<file path="src/rtl/ghost_pkg.sv">
// rtl/ghost_pkg.sv - shared ghost-mode constants, schedule defaults and encodings
package ghost_pkg;

  localparam int NUM_TIMED_PHASES = 7;
  // Arcade level-1 schedule in 60 Hz ticks; phase 7 is an endless chase.
  localparam int PHASE_TICKS [0:NUM_TIMED_PHASES-1] = '{420, 1200, 420, 1200, 300, 1200, 300};
  localparam int FRIGHT_TICKS_DEF = 360;
  localparam int FLASH_TICKS_DEF = 120;

  typedef enum logic [1:0] {
    MODE_SCATTER,
    MODE_CHASE,
    MODE_FRIGHT
  } ghostModeT;

  typedef enum logic {
    IDLE,
    RUN
  } schedStateT;

  typedef enum logic {
    FR_OFF,
    FR_ON
  } frightStateT;

endpackage

</file>
<file path="src/rtl/ghost_fright_timer.sv">
// rtl/ghost_fright_timer.sv - frightened-overlay down-counter with flash window
module ghost_fright_timer
  import ghost_pkg::*;
#(
  parameter int FW = 9,
  parameter int FRIGHT_TICKS = FRIGHT_TICKS_DEF,
  parameter int FLASH_TICKS = FLASH_TICKS_DEF
) (
  input  logic clk,
  input  logic reset,
  input  logic load,
  input  logic tick,
  input  logic clear,
  output logic active,
  output logic flash,
  output logic activeNext
);

  logic [FW-1:0] count;
  logic [FW-1:0] countNext;
  frightStateT   frState;
  frightStateT   frStateNext;
  logic          flashNext;

  always_comb begin
    countNext = count;
    if (clear) begin
      countNext = '0;
    end else if (load) begin
      countNext = FW'(FRIGHT_TICKS);
    end else if (tick && frState == FR_ON) begin
      countNext = count - FW'(1);
    end
  end

  // A zero-length fright load leaves the overlay off; the caller still reverses.
  always_comb begin
    frStateNext = (countNext != '0) ? FR_ON : FR_OFF;
    flashNext   = (frStateNext == FR_ON) && (countNext <= FW'(FLASH_TICKS));
  end

  always_ff @(posedge clk) begin
    if (reset) begin
      count   <= '0;
      frState <= FR_OFF;
      flash   <= 1'b0;
    end else begin
      count   <= countNext;
      frState <= frStateNext;
      flash   <= flashNext;
    end
  end

  assign active     = (frState == FR_ON);
  assign activeNext = (frStateNext == FR_ON);

endmodule

</file>
<file path="src/rtl/ghost_mode_scheduler.sv">
// rtl/ghost_mode_scheduler.sv - global scatter/chase/frightened sequencer for the ghost movers
module ghost_mode_scheduler
  import ghost_pkg::*;
#(
  parameter int T_S0 = PHASE_TICKS[0],
  parameter int T_C0 = PHASE_TICKS[1],
  parameter int T_S1 = PHASE_TICKS[2],
  parameter int T_C1 = PHASE_TICKS[3],
  parameter int T_S2 = PHASE_TICKS[4],
  parameter int T_C2 = PHASE_TICKS[5],
  parameter int T_S3 = PHASE_TICKS[6],
  parameter int FRIGHT_TICKS = FRIGHT_TICKS_DEF,
  parameter int FLASH_TICKS = FLASH_TICKS_DEF,
  parameter int CW = 11,
  parameter int FW = 9
) (
  input  logic       clk,
  input  logic       reset,
  input  logic       tick,
  input  logic       pause,
  input  logic       level_start,
  input  logic       energizer,
  output logic       isScatter,
  output logic       isChase,
  output logic       isFrightened,
  output logic       flash,
  output logic       reverse,
  output logic [2:0] phase
);

  localparam logic [2:0] LAST_PHASE = 3'd7;

  schedStateT    state;
  schedStateT    stateNext;
  logic [2:0]    phaseNext;
  logic [CW-1:0] timer;
  logic [CW-1:0] timerNext;
  logic [CW-1:0] phaseEnd;
  logic          reverseNext;
  logic          effTick;
  logic          frLoad;
  logic          frClear;
  logic          frTick;
  logic          frActiveNext;
  ghostModeT     modeNext;
  logic          scatterNext;
  logic          chaseNext;

  assign effTick = tick & ~pause;

  always_comb begin
    case (phase)
      3'd0:    phaseEnd = CW'(T_S0 - 1);
      3'd1:    phaseEnd = CW'(T_C0 - 1);
      3'd2:    phaseEnd = CW'(T_S1 - 1);
      3'd3:    phaseEnd = CW'(T_C1 - 1);
      3'd4:    phaseEnd = CW'(T_S2 - 1);
      3'd5:    phaseEnd = CW'(T_C2 - 1);
      3'd6:    phaseEnd = CW'(T_S3 - 1);
      default: phaseEnd = '0;
    endcase
  end

  always_ff @(posedge clk) begin
    if (reset) begin
      state     <= IDLE;
      phase     <= '0;
      timer     <= '0;
      reverse   <= 1'b0;
      isScatter <= 1'b0;
      isChase   <= 1'b0;
    end else begin
      state     <= stateNext;
      phase     <= phaseNext;
      timer     <= timerNext;
      reverse   <= reverseNext;
      isScatter <= scatterNext;
      isChase   <= chaseNext;
    end
  end

  // The schedule is frozen while frightened; an energizer consumes any coincident tick.
  always_comb begin
    stateNext   = state;
    phaseNext   = phase;
    timerNext   = timer;
    reverseNext = 1'b0;
    frLoad      = 1'b0;
    frClear     = 1'b0;
    frTick      = 1'b0;
    if (level_start) begin
      stateNext = RUN;
      phaseNext = '0;
      timerNext = '0;
      frClear   = 1'b1;
    end else if (state == RUN) begin
      if (energizer) begin
        frLoad      = 1'b1;
        reverseNext = 1'b1;
      end else if (effTick) begin
        if (isFrightened) begin
          frTick = 1'b1;
        end else if (phase != LAST_PHASE) begin
          if (timer == phaseEnd) begin
            phaseNext   = phase + 3'd1;
            timerNext   = '0;
            reverseNext = 1'b1;
          end else begin
            timerNext = timer + CW'(1);
          end
        end
      end
    end
  end

  always_comb begin
    modeNext = phaseNext[0] ? MODE_CHASE : MODE_SCATTER;
    if (frActiveNext) begin
      modeNext = MODE_FRIGHT;
    end
    scatterNext = (stateNext == RUN) && (modeNext == MODE_SCATTER);
    chaseNext   = (stateNext == RUN) && (modeNext == MODE_CHASE);
  end

  ghost_fright_timer #(
    .FW(FW),
    .FRIGHT_TICKS(FRIGHT_TICKS),
    .FLASH_TICKS(FLASH_TICKS)
  ) frightTimer (
    .clk(clk),
    .reset(reset),
    .load(frLoad),
    .tick(frTick),
    .clear(frClear),
    .active(isFrightened),
    .flash(flash),
    .activeNext(frActiveNext)
  );

endmodule
</file>
<file path="config.mk">
export PLATFORM = sky130hd
export DESIGN_NAME = ghost_mode_scheduler
export DESIGN_NICKNAME = d
export VERILOG_FILES = /design/src/rtl/ghost_pkg.sv /design/src/rtl/ghost_fright_timer.sv /design/src/rtl/ghost_mode_scheduler.sv
export SDC_FILE = /design/constraint.sdc
export NUM_CORES = 1
export LEC_CHECK = 0
export CORE_MARGIN = 2
export CORE_UTILIZATION = 50
export CTS_BUF_LIST = sky130_fd_sc_hd__clkbuf_4 sky130_fd_sc_hd__clkbuf_8
export CTS_CLUSTER_SIZE = 30
export DETAILED_ROUTE_END_ITERATION = 10
export GPL_TIMING_DRIVEN = 0
export PLACE_DENSITY_LB_ADDON = 0.12
export SYNTH_ARGS = -nofsm -noshare
export SYNTH_HDL_FRONTEND = slang
export SYNTH_SLANG_ARGS = --single-unit
</file>
<file path="constraint.sdc">
create_clock -name clk -period 5.5 [get_ports clk]
set_input_delay 1.1 -clock clk [delete_from_list [all_inputs] [get_ports clk]]
set_output_delay 1.1 -clock clk [all_outputs]
set_load 0.02 [all_outputs]
</file>
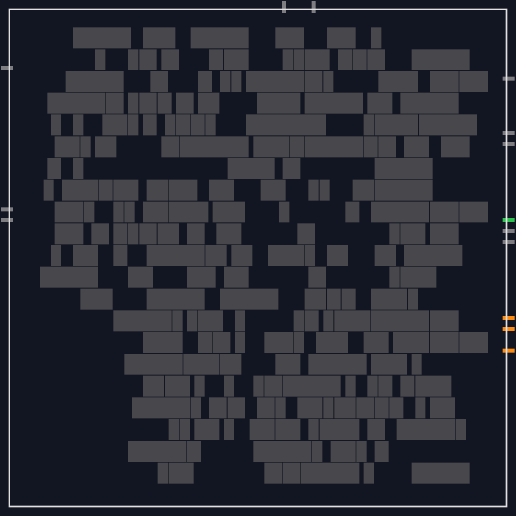
*I/O pins on the die edge, run 1*
Scale: 8 px per µm. Pins as bars across the die edge, other pins in grey.
[level_start] green | pins: 1 | direction: input | edge: east
[phase] orange | pins: 3 | direction: output | edge: east

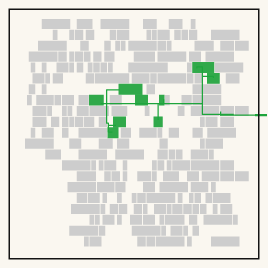
*Nets reached from selected ports, run 1*
Scale: 4 px per µm.
[level_start] green | direction: input | edge: east | end cells: 9 | buffers: 1 | wire: 81.3 µm

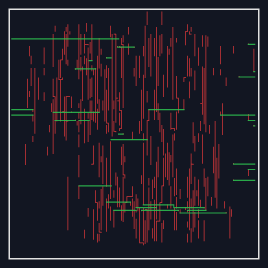
*Routed metal, one colour a layer, run 1*
Scale: 4 px per µm. Two of the layers only.
[met2] red | wire length: 1460 µm
[met3] green | wire length: 180 µm

==> impl_metrics.py, run 1 <==
# Synthesis and PnR figures
metrics = {
    "status": {
        "status": "finished clean",
    },
    "cts": {
        "clockBufferDepth": 2,
        "cts_root_buf": "clkbuf_4",
        "post-cts-setup-buffer-count": 0,
        "htreeDepth": 2,
        "worstSkewPairLatency_ns": 0.33,
        "post_cts_resized": 0,
        "clk_pin_slew_ns": 0.09,
        "cts_sinks": 29,
        "holdBufCountCts": 0,
        "cts_tree": "done",
        "cts_made_buffers": 5,
    },
    "floorplanning": {
        "io_pins": 14,
        "fp_util_pct": 51.16,
        "rows": 21,
        "dieArea_um2": 3840,
        "die_h_um": 61.97,
        "die_w_um": 61.97,
        "fp.coreArea_um2": 3284,
    },
    "yosys": {
        "synth.distinct_cells": 51,
        "synthCells": 192,
        "ys_warn_count": 0,
        "ys_ff": 29,
        "area_leaders": "dfxtp_1, nor2_1, ha_1",
        "ff_type": "dfxtp_1",
        "ys_cells": 192,
        "yosys_area_um2": 1680,
        "ys_seq_share_pct": 34.55,
        "top_area_cell": "dfxtp_1",
        "async_flop_share_pct": 0,
        "edf_count": 0,
        "synth_top_area_share_pct": 34.55,
        "syn_avg_cell_area_um2": 8.752,
        "synthesis.nets": 206,
        "synth_area_um2": 1680,
    },
    "setup_path": {
        "end_kind": "flop",
        "critPathBufInv": 1,
        "crit_required_ns": 5.70,
        "rr_worst_depth": 8,
        "start_kind": "input pin",
        "rr_startpoint": "frightTimer.count[0]",
        "startpoint": "level_start",
        "timing.rr.end": "isChase",
        "cp_cell_sequence": "clkdlybuf4s50_1 > nor3b_1 > nand2_1 > a211oi_1 > nand2b_1 > nor4_1 > nor4b_1",
        "critPathTopFamily": "simple AND/OR/NAND/NOR gates",
        "endpoint": "frightTimer.flash",
        "max_stage_delay_ns": 0.58,
        "r2r_setup_slack_ns": 3.09,
        "critPathKind": "in -> reg",
        "crit_arrival_ns": 3.39,
        "cpMaxStageDelayCell": "clkdlybuf4s50_1",
        "cp_num_cells": 7,
        "cp_max_fo": 9,
    },
    "finish": {
        "n_fill_cell": 317,
        "final_cell_mix": "nor2_1, dfxtp_1, nand2_1",
        "drive_gt1_share_pct": 13.15,
        "layout_top_cell": "nor2_1",
        "n_antenna_cell": 0,
        "final_nets": 226,
        "syn_to_final_growth_pct": 15.34,
    },
    "power_and_ir_drop": {
        "p_per_area_nw_per_um2": 208.6,
        "ir_drop_v": 0.00009646,
        "p_leak_nw": 0.6919,
        "finalPower_w": 0.0004042,
    },
    "global_routing": {
        "grt_pass1_wl_um": 5499,
        "grt_antenna_before_repair": 0,
        "grt_remaining_overflow": 0,
        "grt_pass1_vias": 1258,
        "grt_usage_pct": 19.73,
        "grt_max_degree": 11,
    },
    "placed_design": {
        "gp_congestion": 0.9029,
        "numPortBuffers": 13,
        "place.detailed.hpwl_um": 2607,
    },
    "timing": {
        "clock_skew_ns": 0.01069,
        "setup_viol": 0,
        "hold_viol_final": 0,
        "worst_pin_slew_ns": 0.6318,
        "min_period_over_period_pct": 57.97,
        "rsz0062_at_grt": "no",
        "slew_headroom_pct": 57.53,
        "drv_slew": 0,
        "period_minus_slack_ns": 3.188,
        "tns_ns": 0,
        "clock.fmax_mhz": 313.7,
    },
    "job": {
        "warning_count": 30,
        "max_cap_viol_count": 0,
    },
    "routing": {
        "drc": 0,
        "detail_route.wl_per_cell_um": 13.03,
        "routed_wl_um": 3376,
        "dr_total_vias": 1409,
        "ant_nets": 0,
        "drtIter0Drc": 60,
        "dr.pass1.iters": 4,
        "vias_per_cell": 5.440,
    },
    "hold_path": {
        "min_path_type": "reg -> reg",
    },
}
## run 1: stage by stage
step           hold WS [ns]  worst slack [ns]  util [%]  cells  instance area, µm²
3_5_place_dp         0.5359             2.039     56.88    251                1868
2_1_floorplan        0.4923             2.757         -    192                1680
3_3_place_gp         0.5116             2.063     56.88    251                1868
4_1_cts              0.5521             2.371     59.01    259                1938
6_report             0.5476             2.312     59.01    259                1938
5_1_grt              0.5896             2.097     59.01    259                1938
## run 1: metal layers
layer  GRT usage, %  part of all wire [%]  vias up
met3          4.969                   5.3        7
li1               -                     -      721
met1          27.28                    49      635
met4          10.03                   2.1        0
met5              0                     0        -
met2          28.27                    43       46
## run 1: cell type report
type	count	area [µm²]	share of cell area, %
multi-input cells	150	1042	53.78
flip-flops and latches	29	580.6	29.95
repair buffers	13	130.1	6.714
clock buffers	7	65.06	3.357
well taps	46	57.56	2.970
inverters	9	33.78	1.743
plain buffers	4	23.77	1.227
clock inverters	1	5.005	0.2582
## run 1: state kept, by name, indices dropped and copies added, names as in the netlist
signal / cells
timer: 11
phase: 3
isScatter: 1
reverse: 1
frightTimer.flash: 1
isChase: 1
frightTimer.active: 1
state: 1
frightTimer.count: 9
## run 1: report_power, final
part	leakage [nW]	total, W	switching (W)	internal, W
logic	0.416	0.0000390	0.0000197	0.0000192
registers	0.235	0.000217	0.00000363	0.000213
clock network	0.0413	0.000148	0.0000744	0.0000740
## run 1: how the worst min path moves through the flow
stage / start / to / slack, ns / depth (start not counted)
floorplan: timer[6] / timer[6] / 0.49 / 2
global placement: timer[9] / timer[9] / 0.51 / 2
detailed placement: timer[6] / timer[6] / 0.54 / 2
CTS: phase[1] / phase[1] / 0.55 / 2
global route: phase[1] / phase[1] / 0.59 / 2
finish: phase[1] / phase[1] / 0.55 / 2
## run 1: worst min-delay path: stages, from the launching register on
cell     delay, ns
dfxtp_1       0.36
o21ai_0       0.08
a21oi_1       0.06
## run 1: cell usage after synthesis (2+ instances only)
| cell | number |
|---|---|
| a211oi_1 | 3 |
| a21oi_1 | 9 |
| a31oi_1 | 3 |
| and3_1 | 4 |
| clkbuf_1 | 2 |
| dfxtp_1 | 29 |
| ha_1 | 8 |
| inv_1 | 9 |
| mux2i_1 | 2 |
| nand2_1 | 15 |
| nand2b_1 | 2 |
| nand3_1 | 4 |
| nand4_1 | 3 |
| nor2_1 | 30 |
| nor3_1 | 4 |
| nor4_1 | 3 |
| nor4b_1 | 2 |
| nor4b_2 | 2 |
| o21ai_0 | 4 |
| o21ai_1 | 2 |
| or2_2 | 4 |
| or3_1 | 4 |
| or4_1 | 2 |
| xnor2_1 | 9 |
| xor2_1 | 7 |
## run 1: cells by family after synthesis
kind of cell,Yosys count,share of synthesized area (%)
adder cells (fa/ha/maj),8,5.957
XOR/XNOR,16,8.340
buffers and inverters,13,3.425
flip-flops,29,34.55
AND-OR/OR-AND,30,12.73
multiplexers,2,1.191
AND/OR/NAND/NOR,94,33.80
==> run 2: changes to the inputs <==
clock period = 3.2 ns   (was 5.5 ns; I/O delays follow)
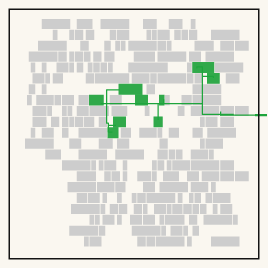
*Nets reached from selected ports, run 2*
Scale: 4 px per µm.
[level_start] green | direction: input | edge: east | end cells: 9 | buffers: 1 | wire: 81.3 µm

==> impl_metrics.py, run 2 <==
# Synthesis and PnR figures
metrics = {
    "timing": {
        "worst_pin_slew_ns": 0.6318,
        "hold_viol_final": 0,
        "drv_slew": 0,
        "period_minus_slack_ns": 2.728,
        "setup_viol": 0,
        "slew_headroom_pct": 57.53,
        "layout_setup_ws_ns": 0.4718,
        "whs_ns": 0.5476,
        "min_period_over_period_pct": 85.26,
        "rsz0062_at_grt": "no",
    },
    "yosys": {
        "synth_top_area_share_pct": 34.55,
        "ys_sh_aoi_pct": 12.73,
        "synthCells": 192,
        "synthSimpleGateAreaFrac_pct": 33.80,
        "most_common_cell": "nor2_1",
        "ys_warn_count": 0,
        "area_leaders": "dfxtp_1, nor2_1, ha_1",
        "logic_family": "simple AND/OR/NAND/NOR gates",
        "xor_area_share_pct": 8.340,
        "edf_count": 0,
        "common_cells": "nor2_1, dfxtp_1, nand2_1",
        "top_area_cell": "dfxtp_1",
        "ys_ff": 29,
        "ys_seq_share_pct": 34.55,
        "syn_avg_cell_area_um2": 8.752,
        "adder_share_pct": 5.957,
        "ys_cells": 192,
        "ff_type": "dfxtp_1",
        "synthesis.nets": 206,
    },
    "hold_path": {
        "min_path_type": "reg -> reg",
        "hold_start": "phase[1]",
    },
    "placed_design": {
        "place.detailed.hpwl_um": 2607,
        "gp_congestion": 0.9029,
        "pre_cts_ws_ns": 0.1990,
        "dp.cells": 251,
        "numPortBuffers": 13,
    },
    "status": {
        "status": "finished clean",
    },
    "cts": {
        "cts_made_buffers": 5,
        "holdBufCountCts": 0,
        "clockBufferDepth": 2,
        "worstSkewPairLatency_ns": 0.33,
        "cts_tree": "done",
        "post-cts-setup-buffer-count": 0,
        "htreeDepth": 2,
        "clk_pin_slew_ns": 0.09,
        "post_cts_resized": 0,
        "cts_sinks": 29,
    },
    "setup_path": {
        "cp_max_fo": 9,
        "start_kind": "input pin",
        "end_kind": "flop",
        "crit_arrival_ns": 2.93,
        "critPathKind": "in -> reg",
        "crit_required_ns": 3.40,
        "startpoint": "level_start",
    },
    "job": {
        "warning_count": 30,
        "max_cap_viol_count": 0,
    },
    "floorplanning": {
        "fp.coreArea_um2": 3284,
        "die_h_um": 61.97,
        "io_pins": 14,
        "dieArea_um2": 3840,
        "rows": 21,
        "fp_util_pct": 51.16,
    },
    "power_and_ir_drop": {
        "p_per_area_nw_per_um2": 358.5,
        "ir_drop_v": 0.0001658,
        "p_leak_nw": 0.6919,
        "finalPower_w": 0.0006948,
    },
    "global_routing": {
        "grt_remaining_overflow": 0,
        "use_met1_pct": 27.28,
        "grt_pass1_vias": 1258,
        "grt_antenna_before_repair": 0,
        "grt_busiest_layer": "met2",
        "grt_max_degree": 11,
        "use_met2_pct": 28.27,
        "grt_pass1_wl_um": 5499,
        "grt_util_met3_pct": 4.969,
    },
    "routing": {
        "dr_total_vias": 1409,
        "dr.pass1.iters": 4,
        "detail_route.wl_per_cell_um": 13.03,
        "vias_per_cell": 5.440,
        "ant_nets": 0,
    },
    "finish": {
        "final_cell_mix": "nor2_1, dfxtp_1, nand2_1",
        "syn_to_final_growth_pct": 15.34,
        "drive_gt1_share_pct": 13.15,
        "layout_top_cell": "nor2_1",
        "final_nets": 226,
        "largest_register_ffs": 11,
        "final_cells": 259,
    },
}
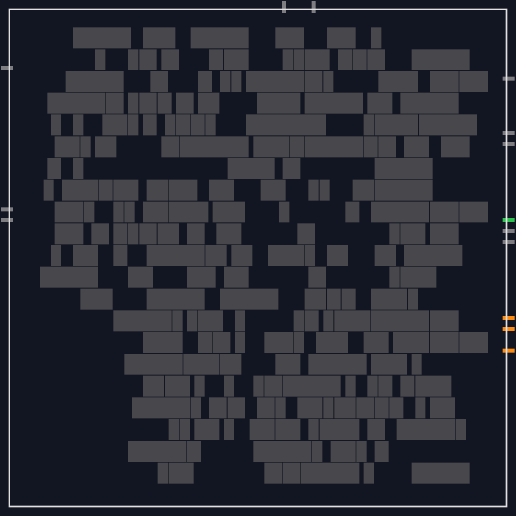
*I/O pins on the die edge, run 2*
Scale: 8 px per µm. Pins as bars across the die edge, other pins in grey.
[phase] orange | pins: 3 | direction: output | edge: east
[level_start] green | pins: 1 | direction: input | edge: east

[run 2: cell counts in the layout (fill, tap and decap cells not counted)]
Identical to the previous run, type by type.
[run 2: final cells by class]
class                      count  area (µm²)  share of cell area [%]
sequential                    29       580.6                   29.95
tap                           46       57.56                   2.970
timing repair buffer          13       130.1                   6.714
inverter                       9       33.78                   1.743
clock buffer                   7       65.06                   3.357
buffer                         4       23.77                   1.227
multi-input combinational    150        1042                   53.78
clock inverter                 1       5.005                  0.2582
[run 2: critical path: stages]
cell and delay (ns):
clkdlybuf4s50_1 0.58, nor3b_1 0.49, nand2_1 0.22, a211oi_1 0.48, nand2b_1 0.11, nor4_1 0.31, nor4b_1 0.09
[run 2: through the flow]
step,cell area [µm²],util (%)
CTS,1938,59.01
detailed placement,1868,56.88
floorplan,1680,-
global route,1938,59.01
global placement,1868,56.88
finish,1938,59.01
[run 2: where the power goes]
| part | switching, W | total, W | internal [W] |
|---|---|---|---|
| clock | 0.000128 | 0.000255 | 0.000127 |
| combinational | 0.0000339 | 0.0000670 | 0.0000330 |
| sequential | 0.00000624 | 0.000373 | 0.000367 |
[run 2: cells by family (layout without fill, tap and decap cells)]
family / after synthesis / in the layout
simple gates: 94 / 94
compound gates: 30 / 30
flops: 29 / 29
xor+xnor: 16 / 16
buf+inv: 13 / 34
fa+ha+maj: 8 / 8
mux: 2 / 2
[run 2: path summary, 6_finish.rpt]
kind,cells past startpoint,slack [ns],endpoint
setup / recovery,7,0.47,frightTimer.flash
hold / removal,2,0.55,phase[1]
setup reg to reg,8,0.79,isChase
hold reg to reg,2,0.55,phase[1]
[run 2: per-layer routing]
metal	up-vias	share of wire, %	routed length [µm]
met4	0	2.1	70
met5	-	0	0
met1	635	49	1666
li1	721	-	-
met3	7	5.3	180
met2	46	43	1459
==> run 3: changes to the inputs <==
clock period = 3.3 ns   (was 3.2 ns; I/O delays follow)
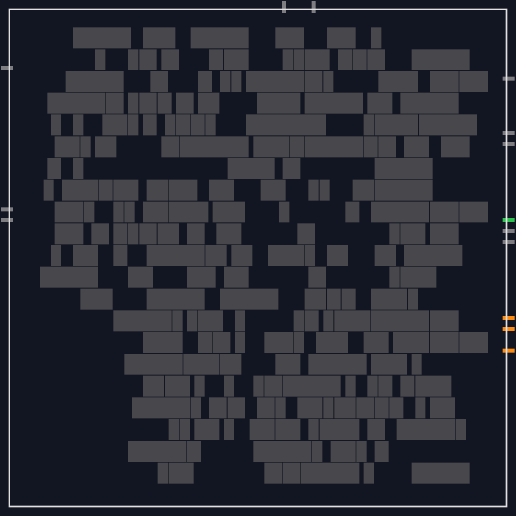
*I/O pins on the die edge, run 3*
Scale: 8 px per µm. Pins as bars across the die edge, other pins in grey.
overall die height: 61.97 µm
port buffer count: 13
Chip Width: 61.97 µm

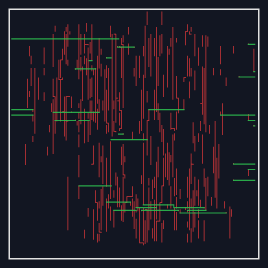
*Routed metal, one colour a layer, run 3*
Scale: 4 px per µm. Two of the layers only.
[met2] red | wire length: 1460 µm
[met3] green | wire length: 180 µm

==> impl_metrics.py, run 3 <==
# Synthesis and PnR figures
metrics = {
    "status": {
        "status": "finished clean",
    },
    "cts": {
        "htreeDepth": 2,
        "clockBufferDepth": 2,
        "cts_tree": "done",
        "cts_made_buffers": 5,
        "holdBufCountCts": 0,
        "worstSkewPairLatency_ns": 0.33,
        "cts_sinks": 29,
        "cts_root_buf": "clkbuf_4",
        "clk_pin_slew_ns": 0.09,
        "post-cts-setup-buffer-count": 0,
        "post_cts_resized": 0,
    },
    "timing": {
        "worst_pin_slew_ns": 0.6318,
        "slew_headroom_pct": 57.53,
        "drv_slew": 0,
        "hold_viol_final": 0,
        "rsz0062_at_grt": "no",
        "tns_ns": 0,
        "clock.fmax_mhz": 363.9,
        "clock_skew_ns": 0.01069,
        "period_minus_slack_ns": 2.748,
        "setup_viol": 0,
        "min_period_over_period_pct": 83.28,
    },
    "floorplanning": {
        "io_pins": 14,
        "fp.coreArea_um2": 3284,
        "rows": 21,
        "dieArea_um2": 3840,
        "fp_util_pct": 51.16,
    },
    "global_routing": {
        "grt_usage_pct": 19.73,
        "use_met2_pct": 28.27,
        "grt_antenna_before_repair": 0,
        "grt_max_degree": 11,
        "grt_pass1_wl_um": 5499,
        "grt_remaining_overflow": 0,
        "use_met1_pct": 27.28,
        "grt_pass1_vias": 1258,
        "grt_util_met3_pct": 4.969,
        "grt_busiest_layer": "met2",
    },
    "job": {
        "max_cap_viol_count": 0,
        "warning_count": 30,
    },
    "setup_path": {
        "critPathBufInv": 1,
        "crit_required_ns": 3.50,
        "critPathKind": "in -> reg",
        "cp_cell_sequence": "clkdlybuf4s50_1 > nor3b_1 > nand2_1 > a211oi_1 > nand2b_1 > nor4_1 > nor4b_1",
        "end_kind": "flop",
        "critPathTopFamily": "simple AND/OR/NAND/NOR gates",
        "start_kind": "input pin",
        "max_stage_delay_ns": 0.58,
        "crit_arrival_ns": 2.95,
        "cpMaxStageDelayCell": "clkdlybuf4s50_1",
        "cp_max_fo": 9,
    },
    "routing": {
        "dr.pass1.iters": 4,
        "dr_total_vias": 1409,
        "drtIter0Drc": 60,
        "ant_nets": 0,
        "detail_route.wl_per_cell_um": 13.03,
        "vias_per_cell": 5.440,
        "drc": 0,
        "routed_wl_um": 3376,
    },
    "finish": {
        "n_antenna_cell": 0,
        "regMostFlops": "timer",
        "final_nets": 226,
        "drive_gt1_share_pct": 13.15,
        "syn_to_final_growth_pct": 15.34,
        "largest_register_ffs": 11,
        "largest_registers": "timer (11), frightTimer.count (9), phase (3)",
        "final_area_um2": 1938,
        "layout_top_cell": "nor2_1",
        "final_cell_mix": "nor2_1, dfxtp_1, nand2_1",
    },
    "yosys": {
        "synthesis.nets": 206,
        "ff_type": "dfxtp_1",
        "area_leaders": "dfxtp_1, nor2_1, ha_1",
        "ys_warn_count": 0,
        "edf_count": 0,
        "top_area_cell": "dfxtp_1",
        "synth_area_um2": 1680,
        "async_flop_share_pct": 0,
        "common_cells": "nor2_1, dfxtp_1, nand2_1",
        "ys_ff": 29,
        "synth_top_area_share_pct": 34.55,
        "synth.distinct_cells": 51,
        "ys_cells": 192,
        "most_common_cell": "nor2_1",
        "syn_avg_cell_area_um2": 8.752,
        "ys_seq_share_pct": 34.55,
        "yosys_area_um2": 1680,
        "synthCells": 192,
    },
    "placed_design": {
        "place_area_um2": 1868,
        "gp_congestion": 0.9029,
        "place.detailed.hpwl_um": 2607,
    },
    "power_and_ir_drop": {
        "p_per_area_nw_per_um2": 347.6,
        "p_leak_nw": 0.6919,
        "ir_drop_v": 0.0001608,
    },
    "hold_path": {
        "min_path_type": "reg -> reg",
    },
}
[run 3: stage by stage]
stage	instances	setup WS (ns)	utilization [%]	power (W)	hold WS, ns
after detailed placement	251	0.2790	56.88	0.0004345	0.5359
after global routing	259	0.3366	59.01	0.0006978	0.5896
after CTS	259	0.6106	59.01	0.0006818	0.5521
final	259	0.5518	59.01	0.0006737	0.5476
after floorplan	192	0.9971	-	0.0004104	0.4923
after global placement	251	0.3031	56.88	0.0004335	0.5116
[run 3: tightest hold or removal path, stage by stage, from the launching register on]
cell and delay (ns):
dfxtp_1 0.36, o21ai_0 0.08, a21oi_1 0.06
[run 3: power by group]
group | internal [W] | switching (W) | total (W)
Clock | 0.000123 | 0.000124 | 0.000247
Sequential | 0.000355 | 0.00000605 | 0.000361
Combinational | 0.0000320 | 0.0000329 | 0.0000649
Total | 0.000511 | 0.000163 | 0.000674
[run 3: logic make-up after synthesis]
logic type / after synthesis / share of synthesized area, %
adders and majority gates: 8 / 5.957
xor gates and xnor gates: 16 / 8.340
buffers and inverters: 13 / 3.425
muxes: 2 / 1.191
AOI/OAI and AO/OA: 30 / 12.73
and+or+nand+nor: 94 / 33.80
DFF: 29 / 34.55
[run 3: cell type report]
type / instances / area (µm²)
Fill cell: 317 / 1346
Inverter: 9 / 33.78
Tap cell: 46 / 57.56
Clock inverter: 1 / 5.005
Multi-Input combinational cell: 150 / 1042
Clock buffer: 7 / 65.06
Sequential cell: 29 / 580.6
Buffer: 4 / 23.77
Timing Repair Buffer: 13 / 130.1
[run 3: path summary, 6_finish.rpt]
kind                         from           endpoint  slack, ns  cells after the start
max                   level_start  frightTimer.flash       0.55                      7
max reg2reg  frightTimer.count[0]            isChase       0.89                      8
min                      phase[1]           phase[1]       0.55                      2
min reg2reg              phase[1]           phase[1]       0.55                      2
[run 3: layer usage]
metal	part of all wire, %	vias up
met3	5.3	7
met1	49	635
met2	43	46
met5	0	-
met4	2.1	0
li1	-	721
No activity file was given, so power comes from the tool's default toggle rates.
